==> src/rtl/hazard_pkg.sv <==
// Shared definitions for the hazard controller: FSM encoding, register-zero
// constant and the source/destination match helper.
package hazard_pkg;

  typedef enum logic [1:0] {
    ST_RUN      = 2'b00,
    ST_MEM_WAIT = 2'b01
  } state_t;

  localparam logic [4:0] REG_ZERO = 5'd0;

  // $0 never carries a real dependency.
  function automatic logic src_match(input logic [4:0] dst, input logic [4:0] src);
    return (src != REG_ZERO) && (src == dst);
  endfunction

endpackage

==> src/rtl/sat_counter.sv <==
// Event counter that sticks at all ones; clear and reset both force zero.
module sat_counter #(
  parameter int CNT_W = 16
) (
  input  logic             clk,
  input  logic             reset,
  input  logic             clear,
  input  logic             inc,
  output logic [CNT_W-1:0] q
);

  always_ff @(posedge clk) begin
    if (reset || clear) begin
      q <= '0;
    end else if (inc && (q != {CNT_W{1'b1}})) begin
      q <= q + CNT_W'(1);
    end
  end

endmodule

==> src/rtl/hazard_ctrl.sv <==
// Hazard and sequencing controller for the five-stage core: load-use and
// branch-operand stalls, ID redirect flushes and dmem wait freezes.
module hazard_ctrl
  import hazard_pkg::*;
#(
  parameter int MEM_TIMEOUT = 255,
  parameter int CNT_W       = 16
) (
  input  logic             clk,
  input  logic             reset,
  input  logic [4:0]       id_rs,
  input  logic [4:0]       id_rt,
  input  logic             id_uses_rt,
  input  logic             id_branch,
  input  logic             id_redirect,
  input  logic             idex_memread,
  input  logic             idex_regwrite,
  input  logic [4:0]       idex_dst,
  input  logic             exmem_memread,
  input  logic             exmem_memwrite,
  input  logic [4:0]       exmem_dst,
  input  logic             dmem_ready,
  input  logic             cnt_clear,
  output logic             pc_hold,
  output logic             ifid_hold,
  output logic             ifid_flush,
  output logic             idex_bubble,
  output logic             pipe_freeze,
  output logic             mem_timeout,
  output logic [CNT_W-1:0] stall_cnt,
  output logic [CNT_W-1:0] flush_cnt
);

  localparam int WAIT_W = ($clog2(MEM_TIMEOUT + 1) > 0) ? $clog2(MEM_TIMEOUT + 1) : 1;
  localparam logic [WAIT_W-1:0] TO_VAL = WAIT_W'(MEM_TIMEOUT);

  state_t            state_q, state_d;
  logic [WAIT_W-1:0] wait_q;
  logic              timeout_q;

  logic ex_match, mem_match;
  logic load_use, br_ex, br_mem, stall_raw;
  logic mem_acc, hit_to;
  logic freeze, stall, flush;

  // Dependency detection against the EX and MEM destinations
  always_comb begin
    ex_match  = src_match(idex_dst, id_rs) || (id_uses_rt && src_match(idex_dst, id_rt));
    mem_match = src_match(exmem_dst, id_rs) || (id_uses_rt && src_match(exmem_dst, id_rt));
    load_use  = idex_memread && ex_match;
    br_ex     = id_branch && idex_regwrite && !idex_memread && ex_match;
    br_mem    = id_branch && exmem_memread && mem_match;
    stall_raw = load_use || br_ex || br_mem;
    mem_acc   = exmem_memread || exmem_memwrite;
  end

  // Next state and prioritised hazard outputs
  always_comb begin
    state_d = state_q;
    hit_to  = 1'b0;
    freeze  = 1'b0;
    case (state_q)
      ST_RUN: begin
        freeze = mem_acc && !dmem_ready;
        if (mem_acc && !dmem_ready) state_d = ST_MEM_WAIT;
      end
      ST_MEM_WAIT: begin
        // A late ready on the timeout cycle counts as normal completion.
        hit_to = !dmem_ready && (wait_q == TO_VAL);
        freeze = !dmem_ready && !hit_to;
        if (dmem_ready || hit_to) state_d = ST_RUN;
      end
      default: state_d = ST_RUN;
    endcase
    if (reset) freeze = 1'b0;
    stall = !reset && !freeze && stall_raw;
    flush = !reset && !freeze && !stall_raw && id_redirect;
  end

  assign pc_hold     = freeze || stall;
  assign ifid_hold   = freeze || stall;
  assign idex_bubble = stall;
  assign pipe_freeze = freeze;
  assign ifid_flush  = flush;
  assign mem_timeout = timeout_q;

  // State, wait counter and sticky timeout flag
  always_ff @(posedge clk) begin
    if (reset) begin
      state_q <= ST_RUN;
      wait_q  <= '0;
    end else begin
      state_q <= state_d;
      if (state_q == ST_RUN) begin
        wait_q <= '0;
      end else if (state_d == ST_MEM_WAIT) begin
        wait_q <= wait_q + WAIT_W'(1);
      end
    end
  end

  always_ff @(posedge clk) begin
    if (reset || cnt_clear) begin
      timeout_q <= 1'b0;
    end else if (hit_to) begin
      timeout_q <= 1'b1;
    end
  end

  sat_counter #(.CNT_W(CNT_W)) u_stall_cnt (
    .clk   (clk),
    .reset (reset),
    .clear (cnt_clear),
    .inc   (freeze || stall),
    .q     (stall_cnt)
  );

  sat_counter #(.CNT_W(CNT_W)) u_flush_cnt (
    .clk   (clk),
    .reset (reset),
    .clear (cnt_clear),
    .inc   (flush),
    .q     (flush_cnt)
  );

endmodule

==> config.mk <==
export PLATFORM = sky130hd
export DESIGN_NAME = hazard_ctrl
export DESIGN_NICKNAME = d
export VERILOG_FILES = /design/src/rtl/hazard_pkg.sv /design/src/rtl/sat_counter.sv /design/src/rtl/hazard_ctrl.sv
export SDC_FILE = /design/constraint.sdc
export NUM_CORES = 1
export LEC_CHECK = 0
export CAP_MARGIN = 40
export CORE_UTILIZATION = 33
export DETAILED_ROUTE_END_ITERATION = 8
export DONT_BUFFER_PORTS = 1
export GPL_TIMING_DRIVEN = 1
export PLACE_DENSITY_LB_ADDON = 0.08
export SLEW_MARGIN = 20
export SYNTH_ARGS = -nofsm -noshare
export SYNTH_HDL_FRONTEND = slang
export SYNTH_HIERARCHICAL = 1
export SYNTH_SLANG_ARGS = --single-unit
export TNS_END_PERCENT = 10
==> constraint.sdc <==
create_clock -name clk -period 2.8 [get_ports clk]
set_input_delay 0.56 -clock clk [delete_from_list [all_inputs] [get_ports clk]]
set_output_delay 0.56 -clock clk [all_outputs]
set_load 0.03 [all_outputs]
==> results.txt <==
The flow run is done. Power density over the cells landed at 402 mW/mm². Combinational share of cell area landed at 0.577. Shortest period the worst path allows landed at 2.55 ns.

The final timing report lists clock skew as 0.00882 ns. The detailed router placed between 2000 and 2500 vias in this run. Simple-gate share of the synthesized area landed at 0.316. For reference, the placement row count at floorplan is 31. Cell count after synthesis landed at approximately 290. According to the timing report, the arrival time at the worst endpoint equals 1.99 ns. The number of buffers and inverters on the critical path is 2.

Adding up every negative setup slack in the final design gives 0 ns. Final worst-path cycle share landed at 0.910. Logic area landed at between 0.0015 and 0.002 mm². First-pass GRT wire length landed at around 10 mm. Counting stages on the worst path, the most repeated cell is sky130_fd_sc_hd__buf_4. The initial antenna violation count is 0. The run finished with clean final reports. The routed layout reports a DRC error count of 0. The number of maximum-capacitance violations recorded for the run is 0. Per the Yosys statistics, synthesis produced around 290 cells. OpenSTA lists the critical path startpoint as wait_q[0]. Entering global routing, the biggest net connects 16 pins.

Per STA, the endpoint of the critical path is pc_hold. Worst IR drop on VDD landed at between 0.0002 and 0.00025 V. Top-level I/O count landed at roughly 69.

For this run, the leading register cell type out of synthesis is sky130_fd_sc_hd__dfxtp_1. The main area contributors are sky130_fd_sc_hd__dfxtp_1 (35%), sky130_fd_sc_hd__xor2_1 (8.8%), sky130_fd_sc_hd__nor2_1 (5.0%), sky130_fd_sc_hd__a21oi_1 (4.2%), sky130_fd_sc_hd__a41o_1 (3.2%). In the setup report, the worst path falls into the class reg -> out. The largest cell class by area is combinational gates. The number of global-route vias before repair came to 2068. In the layout the commonest cells are sky130_fd_sc_hd__dfxtp_1 (43), sky130_fd_sc_hd__nor2_1 (32), sky130_fd_sc_hd__xor2_1 (25). STA lists the startpoint of the worst hold path as reset. Largest fanout on the critical path landed at 6. The HPWL after detailed placement is between 4 and 5 mm. The count of nets left with antenna violations once routing finished came out at 0. Share of the synthesized area in the top cell type landed at 0.345. Vertical die dimension landed at between 80 and 90 µm. Number of tap instances landed at between 90 and 100. Register share of the cell area landed at 0.315.

From synthesis to final layout, the design area changed by 9.58%. Switching power as a fraction of the total was reported as 0.253. CTS added clock buffers totalling 5. The worst setup path is captured at an output pin.

Maximum buffer depth of the clock tree landed at 2. Walking the worst path, the cells encountered are ha_1 -> nand4_1 -> o211ai_2 -> o21ai_0 -> o21ba_1 -> buf_4 -> buf_4. The cell sitting at the root of the clock tree is a sky130_fd_sc_hd__clkbuf_8. Number of cells in the finished layout apart from fillers landed at between 300 and 400. The iteration count recorded for the first detailed-route pass is 4.
power by group through the flow:
stage                     combinational [mW]  clock, mW  sequential, mW
after floorplan                       0.0660          0           0.633
after global placement                0.0840          0           0.632
after detailed placement              0.0833          0           0.632
after CTS                             0.0838      0.422           0.618
after global routing                  0.0917      0.446           0.618
final                                 0.0828      0.397           0.618
registers in the layout (all words and copies together), names as in the netlist:
| register | cells |
|---|---|
| state_q | 2 |
| mem_timeout | 1 |
| u_stall_cnt/q | 16 |
| u_flush_cnt/q | 16 |
| wait_q | 8 |
metal layers:
layer / share of wire / track usage
met5: 0 / 0
met4: 0.012 / 0.0534
met3: 0.061 / 0.0517
met2: 0.45 / 0.256
met1: 0.47 / 0.217
==> images/detail.png <==
Window x 32 to 57, y 14 to 39 µm. Cells in gray, sequential cells in the stronger gray; small squares are vias.
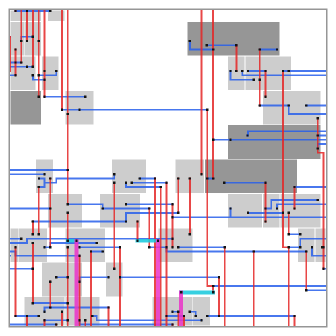
[magenta] metal 4
[cyan] metal 3
[blue] metal 1
[red] metal 2
netlist names of flops here include: wait_q (3)
sequential cells in the window: 3
cells with their middle in the window: 29
most frequent: nor2_1 (7), xor2_1 (3), dfxtp_1 (3)

==> images/flops_by_reg.png <==
Scale: 3 px per µm. Other sequential cells in the stronger gray, the rest of the logic in the fainter gray.
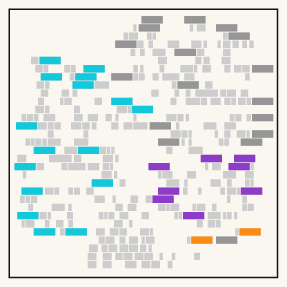
[cyan] u_stall_cnt/q | flops: 16
[orange] state_q | flops: 2
[purple] wait_q | flops: 8
not colored: 17
final design utilization: 0.375
sequential cell area in the final layout: 861 µm²

==> images/congestion.png <==
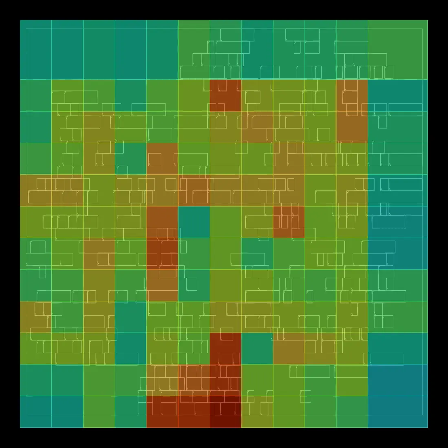
GR Util met3: 0.0517
global routing's busiest layer: met2

==> images/logic_types.png <==
Scale: 3 px per µm.
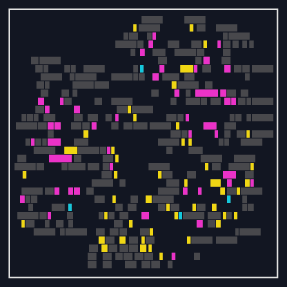
[yellow] nor cells | cells: 46
[cyan] inv cells | cells: 4
[magenta] nand cells | cells: 44

Power figures rest on the tool's default switching activity, not on a simulated workload.
